File: src/rtl/dg0045_pkg.sv
// Shared widths, FSM state and access record for the dg0045 RAM arbiter.
// Round-robin contention is enabled by defining DG0045_ARB_RR_EN.
package dg0045_pkg;
    localparam int ADDR_W    = 5;
    localparam int DATA_W    = 4;
    localparam int BURST_MAX = 8;
    localparam int BURST_W   = $clog2(BURST_MAX);

    typedef enum logic {IDLE, ACC} state_t;

    typedef struct packed {
        logic              we;
        logic [ADDR_W-1:0] addr;
        logic [DATA_W-1:0] wdata;
    } acc_req_t;
endpackage

File: src/rtl/dg0045_arb_pick.sv
// Combinational winner selection: eligibility, lock masking, priority.
// DG0045_ARB_RR_EN selects round robin; otherwise port A has fixed priority.
module dg0045_arb_pick (
    input  logic req_a,
    input  logic req_b,
    input  logic locked,
    input  logic a_first,
    input  logic last_b,
    output logic pick_vld,
    output logic pick_b
);
    logic elig_a;
    logic prio_a;

    assign elig_a = req_a & ~locked;

`ifdef DG0045_ARB_RR_EN
    // a_first forces A after a burst runs out, independent of history
    assign prio_a = a_first | last_b;
`else
    logic unused_rr;
    assign unused_rr = a_first | last_b;
    assign prio_a    = 1'b1;
`endif

    assign pick_vld = elig_a | req_b;
    assign pick_b   = req_b & (~elig_a | ~prio_a);
endmodule

File: src/rtl/dg0045_ram_arbiter.sv
// Two-port arbiter in front of a 32x4 combinational-read RAM; one access per
// IDLE/ACC pair, with a port-B burst lock. Option: DG0045_ARB_RR_EN.
module dg0045_ram_arbiter
    import dg0045_pkg::*;
(
    input  logic              clk,
    input  logic              rst,
    input  logic              req_a,
    input  logic              req_b,
    input  logic              we_a,
    input  logic              we_b,
    input  logic [ADDR_W-1:0] addr_a,
    input  logic [ADDR_W-1:0] addr_b,
    input  logic [DATA_W-1:0] wdata_a,
    input  logic [DATA_W-1:0] wdata_b,
    input  logic              lock_b,
    output logic              gnt_a,
    output logic              gnt_b,
    output logic              rvalid_a,
    output logic              rvalid_b,
    output logic [DATA_W-1:0] rdata_a,
    output logic [DATA_W-1:0] rdata_b,
    output logic [ADDR_W-1:0] ram_addr,
    output logic [DATA_W-1:0] ram_din,
    output logic              ram_we,
    input  logic [DATA_W-1:0] ram_dout
);
    state_t               state;
    logic                 acc_b;
    logic                 last_b;
    logic                 locked;
    logic                 a_first;
    logic [BURST_W-1:0]   burst_cnt;
    logic                 pick_vld;
    logic                 pick_b;
    acc_req_t             sel;

    // Dropping lock_b releases the lock in this same IDLE cycle, so A may win now
    dg0045_arb_pick u_pick (
        .req_a    (req_a),
        .req_b    (req_b),
        .locked   (locked & lock_b),
        .a_first  (a_first),
        .last_b   (last_b),
        .pick_vld (pick_vld),
        .pick_b   (pick_b)
    );

    always_comb begin
        sel = pick_b ? acc_req_t'{we_b, addr_b, wdata_b}
                     : acc_req_t'{we_a, addr_a, wdata_a};
    end

    // ram_we and gnt_* are registered on entry to ACC, so they are high for
    // exactly the ACC cycle and an async reset drops them at once.
    always_ff @(posedge clk or posedge rst) begin
        if (rst) begin
            state     <= IDLE;
            gnt_a     <= 1'b0;
            gnt_b     <= 1'b0;
            rvalid_a  <= 1'b0;
            rvalid_b  <= 1'b0;
            rdata_a   <= '0;
            rdata_b   <= '0;
            ram_we    <= 1'b0;
            ram_addr  <= '0;
            ram_din   <= '0;
            acc_b     <= 1'b0;
            last_b    <= 1'b1;
            locked    <= 1'b0;
            a_first   <= 1'b0;
            burst_cnt <= '0;
        end else begin
            gnt_a    <= 1'b0;
            gnt_b    <= 1'b0;
            rvalid_a <= 1'b0;
            rvalid_b <= 1'b0;
            ram_we   <= 1'b0;
            case (state)
                IDLE: begin
                    if (locked && !lock_b) begin
                        locked    <= 1'b0;
                        burst_cnt <= '0;
                    end
                    if (pick_vld) begin
                        state    <= ACC;
                        acc_b    <= pick_b;
                        ram_we   <= sel.we;
                        ram_addr <= sel.addr;
                        ram_din  <= sel.wdata;
                        gnt_a    <= ~pick_b;
                        gnt_b    <= pick_b;
                        last_b   <= pick_b;
                        a_first  <= 1'b0;
                        if (pick_b && lock_b) begin
                            if (burst_cnt == BURST_W'(BURST_MAX - 1)) begin
                                locked    <= 1'b0;
                                burst_cnt <= '0;
                                a_first   <= 1'b1;
                            end else begin
                                locked    <= 1'b1;
                                burst_cnt <= burst_cnt + 1'b1;
                            end
                        end
                    end
                end
                ACC: begin
                    state <= IDLE;
                    if (!ram_we) begin
                        if (acc_b) begin
                            rdata_b  <= ram_dout;
                            rvalid_b <= 1'b1;
                        end else begin
                            rdata_a  <= ram_dout;
                            rvalid_a <= 1'b1;
                        end
                    end
                end
                default: state <= IDLE;
            endcase
        end
    end
endmodule

File: config.mk
export PLATFORM = sky130hd
export DESIGN_NAME = dg0045_ram_arbiter
export DESIGN_NICKNAME = d
export VERILOG_FILES = /design/src/rtl/dg0045_pkg.sv /design/src/rtl/dg0045_arb_pick.sv /design/src/rtl/dg0045_ram_arbiter.sv
export SDC_FILE = /design/constraint.sdc
export NUM_CORES = 1
export LEC_CHECK = 0
export ABC_AREA = 0
export ABC_CLOCK_PERIOD_IN_PS = 1600
export CAP_MARGIN = 25
export CORE_UTILIZATION = 35
export DETAILED_ROUTE_END_ITERATION = 7
export HOLD_SLACK_MARGIN = 0.1
export PLACE_DENSITY = 0.66
export SYNTH_ARGS = -nofsm -noshare
export SYNTH_HDL_FRONTEND = slang
export SYNTH_SLANG_ARGS = --single-unit
export TNS_END_PERCENT = 10
File: constraint.sdc
create_clock -name clk -period 1.6 [get_ports clk]
set_input_delay 0.4 -clock clk [delete_from_list [all_inputs] [get_ports clk]]
set_output_delay 0.4 -clock clk [all_outputs]
set_load 0.02 [all_outputs]
Fig. 1: metal layers overlaid
Bar = 20 um.
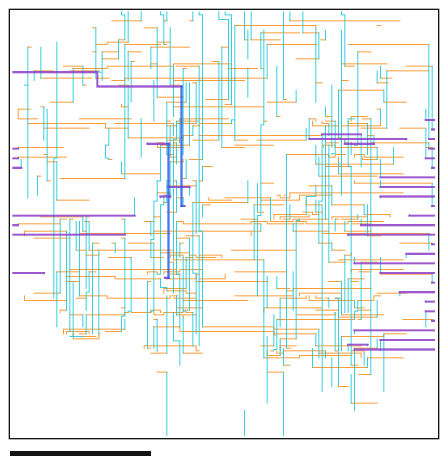
[met1] orange | wire length: 1,300 um
[met3] purple | wire length: 215 um
[met4] blue | wire length: 36.0 um
[met2] cyan | wire length: 1,440 um
routed vias: 1,022
Wirelength per Cell: 14.8 um
All-Layer GR Usage: 16.7%

Fig. 2: clock routing
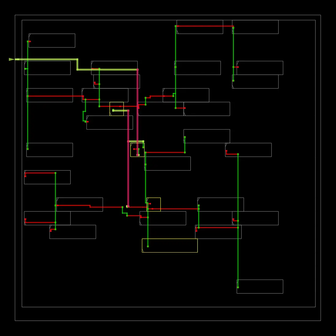
clock group total power: 465 uW
flop count: 28
Clock Sinks: 28
Worst-Skew Late Latency: 330 ps

Fig. 3: I/O pins on the die edge
Pins as bars across the die edge, other pins in grey.
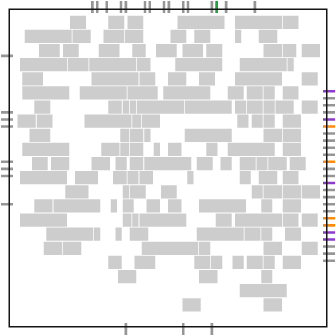
[`ram_addr`] purple | pins: 5 | direction: output | edge: right
[`ram_din`] orange | pins: 4 | direction: output | edge: right
[`rvalid_b`] green | pins: 1 | direction: output | edge: top
Die H: 60.9 um
Die Wd: 60.9 um
IO buf count: 50

Fig. 4: register map, names as in the netlist
Other sequential cells in the stronger grey, the rest of the logic in the fainter grey.
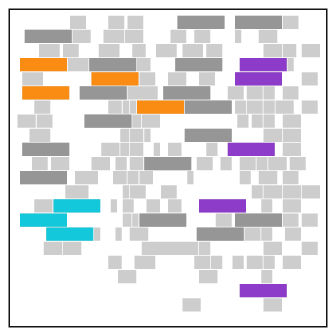
[`burst_cnt`] cyan | placed flops: 3
[`rdata_a`] orange | placed flops: 4 | where: upper left
[`ram_addr`] purple | placed flops: 5
Finished Core Util: 55.0%
Flop area: 701 um^2
Seq area share: 38.2%

[sequential cells by signal, indices dropped and copies added (netlist names)]
register,cells
gnt_b,1
acc_b,1
ram_we,1
state,1
rdata_b,4
ram_din,4
ram_addr,5
rdata_a,4
rvalid_b,1
burst_cnt,3
locked,1
gnt_a,1
rvalid_a,1
[cell usage after synthesis, drive strengths merged]
library cell and number:
o21ai 2, nor2b 2, a21oi 2, dfrtp 28, a22oi 1, nor2 4
clkbuf 1, o221ai 1, nand3b 1, ha 2, and2 1, a21boi 1
nor3 1, and3 18, mux2 8, nand3 1, a21bo 1, buf 3
a211o 9, inv 5, a32o 3, nand2 3
[worst paths after layout]
kind / start / to / depth (start not counted)
worst max-delay path: lock_b / burst_cnt[1]$_DFFE_PP0N_ / 4
worst min-delay path: rst / ram_addr[2]$_DFFE_PP0P_ / 3
worst max register to register: state$_DFF_PP0_ / rdata_a[0]$_DFFE_PP0P_ / 3
worst min register to register: ram_addr[3]$_DFFE_PP0P_ / ram_addr[3]$_DFFE_PP0P_ / 1
max in group asynchronous: rst / rdata_b[1]$_DFFE_PP0P_ / 3
min in group clk: ram_addr[3]$_DFFE_PP0P_ / ram_addr[3]$_DFFE_PP0P_ / 1
[routing by layer]
layer | wire, um | up-vias | global-route usage [%]
met5 | 0 | - | 0
met4 | 36 | 0 | 5.84
met3 | 214 | 5 | 3.62
met2 | 1440 | 46 | 29.5
met1 | 1300 | 500 | 20.0
li1 | - | 471 | -
[layout make-up]
type	count	area share (%)
flip-flops and latches	28	38.2
repair buffers	58	29.1
multi-input cells	61	25.7
well taps	46	3.14
clock inverters	1	1.64
clock buffers	3	1.23
inverters	5	1.02
[metrics by stage]
stage,instances,worst slack (ps),util (%)
after floorplan,98,344,-
after global placement,198,-285,54.1
after detailed placement,198,-341,54.1
after CTS,202,16.0,54.9
after global routing,202,26.6,55.0
final,202,48.8,55.0
[power by group through the flow]
stage	clock [mW]	combinational (mW)	sequential (mW)
6_report	0.465	0.968	1.06
5_1_grt	0.506	1.05	1.09
4_1_cts	0.472	0.976	1.06
3_5_place_dp	0	1.11	1.09
3_3_place_gp	0	1.09	1.07
2_1_floorplan	0	0.330	1.30
[kinds of logic (layout without fill, tap and decap cells)]
kind of cell             count (synthesis)  count (layout)  synth area share, %
AND-OR/OR-AND                           20              20                 13.7
adder cells (fa/ha/maj)                  2               2                 2.06
multiplexers                             8               8                 7.43
AND/OR/NAND/NOR                         31              31                 15.4
buffers and inverters                    9              67                 3.61
flip-flops                              28              28                 57.8
[critical path: stages]
cell             delay [ps]
clkdlybuf4s50_1         550
a21bo_2                 360
and2_1                  220
a32o_1                  280
[repair_timing]
action / CTS / global route
endpoints found under the hold margin: 0 / 0
hold buffers: 0 / 0
endpoints found under the setup margin: 22 / 9
resized: 22 / 2
pin swaps: 0 / 0
==> deck_impl_summary.md <==
Key Metrics from the Run

Timing
  • Shortest period the worst path allows: 1550 ps
  • F_max: 645 MHz
  • Finish-stage setup viols: 0
  • Slew Limit Headroom: 70.0%
  • Fin Hold WS: 405 ps
  • Final Slew Violations: 0
  • Worst Skew: 12.1 ps
  • Worst Tran Pin Value: 450 ps
  • RSZ-0062 raised after global routing: no
  • Setup_tns: 0 ps
  • Post-layout period usage: 97.0%
  • Final Hold Fails: 0

Routing
  • Initial DRC count: 60
  • Antenna viol nets, final: 0
  • Initial DRT Pass Iterations: 6
  • WL final: 2.99 mm
  • Drc violations: 0
  • Vias per cell: 5.06

Critical path
  • CP Data Arrival Time: 1800 ps
  • Required @ worst endpoint: 1850 ps
  • Critical path capture point type: register
  • CP Class: input pin to register
  • Reg2reg setup slack: 200 ps
  • CP Launch Type: input pin
  • Worst-path maximum fanout: 11

Synthesis
  • Synth Area per Inst: 12.4 um^2
  • Netlist cell types: 25
  • Yosys Chip Area: 1210 um^2
  • Number of synthesized register bits: 28
  • Cell area leaders: dfrtp_1 (58%), and3_1 (9.3%), mux2_2 (7.4%)
  • Net Count, Synth: 129
  • Area leader share: 57.8%
  • Syn. warnings: 0
  • Seq/Total Area, Yosys: 57.8%
  • Yosys cell count: 98
  • Synth Instances: 98
  • Post-Syn Area: 1210 um^2
  • Largest area contributor in the netlist: dfrtp_1

Clocking
  • Clock Pin Slew Worst Setup and Hold Paths: 160 ps
  • Clock Tree Root: clkbuf_4
  • CTS max path bufs: 2
  • CTS tree: yes
  • Clock buffer count from CTS: 3
  • H-tree depth: 1
  • Post-CTS Setup Bufs: 0

Layout
  • Fill cells: 325
  • Final Cell Area: 1830 um^2
  • Most frequent cells in the layout: dfrtp_1 (28), clkdlybuf4s50_1 (28), dlygate4sd2_1 (22)
  • P&R area growth vs syn: 51.3%
  • Ant diodes: 0
  • MI comb area: 472 um^2
  • Layout cell share with drive strength beyond 1: 16.0%
  • Final #Nets: 188

Power and ir drop
  • LEAKAGE: 0.961 nW
  • Clock share of power: 18.6%
  • NetSw: 847 uW
  • Total internal power: 1.65 mW
  • Sw frac: 33.9%
  • Combinational share of power: 38.8%
  • Sequential share of power: 42.5%
  • Final Power: 2.49 mW
  • Pwr dens: 1360 nW/um^2
  • Max VDD drop: 0.839 mV

Place
  • Placed wire-length estimate: 2.14 mm
  • Dpl cell area: 1810 um^2
  • RePlAce Congestion: 0.741

Flow run
  • Max-cap violations: 0
  • Number of logged tool warnings: 26

GRT
  • First-pass GRT wire length: 4.50 mm
  • Pin count of the biggest net entering global routing: 29
  • Vias in the first global route: 1,035
  • Total gr overflow: 0
  • Initial antenna violation count: 0

Floorplanning
  • Ports: 51
  • Die area: 3700 um^2
  • Row count: 21
  • Init Core Util: 36.3%
  • Core ar.: 3340 um^2

Outcome
  • Status: finished clean

Min path
  • Min-delay worst type: input pin to async pin
Power figures rest on the tool's default switching activity, not on a simulated workload.
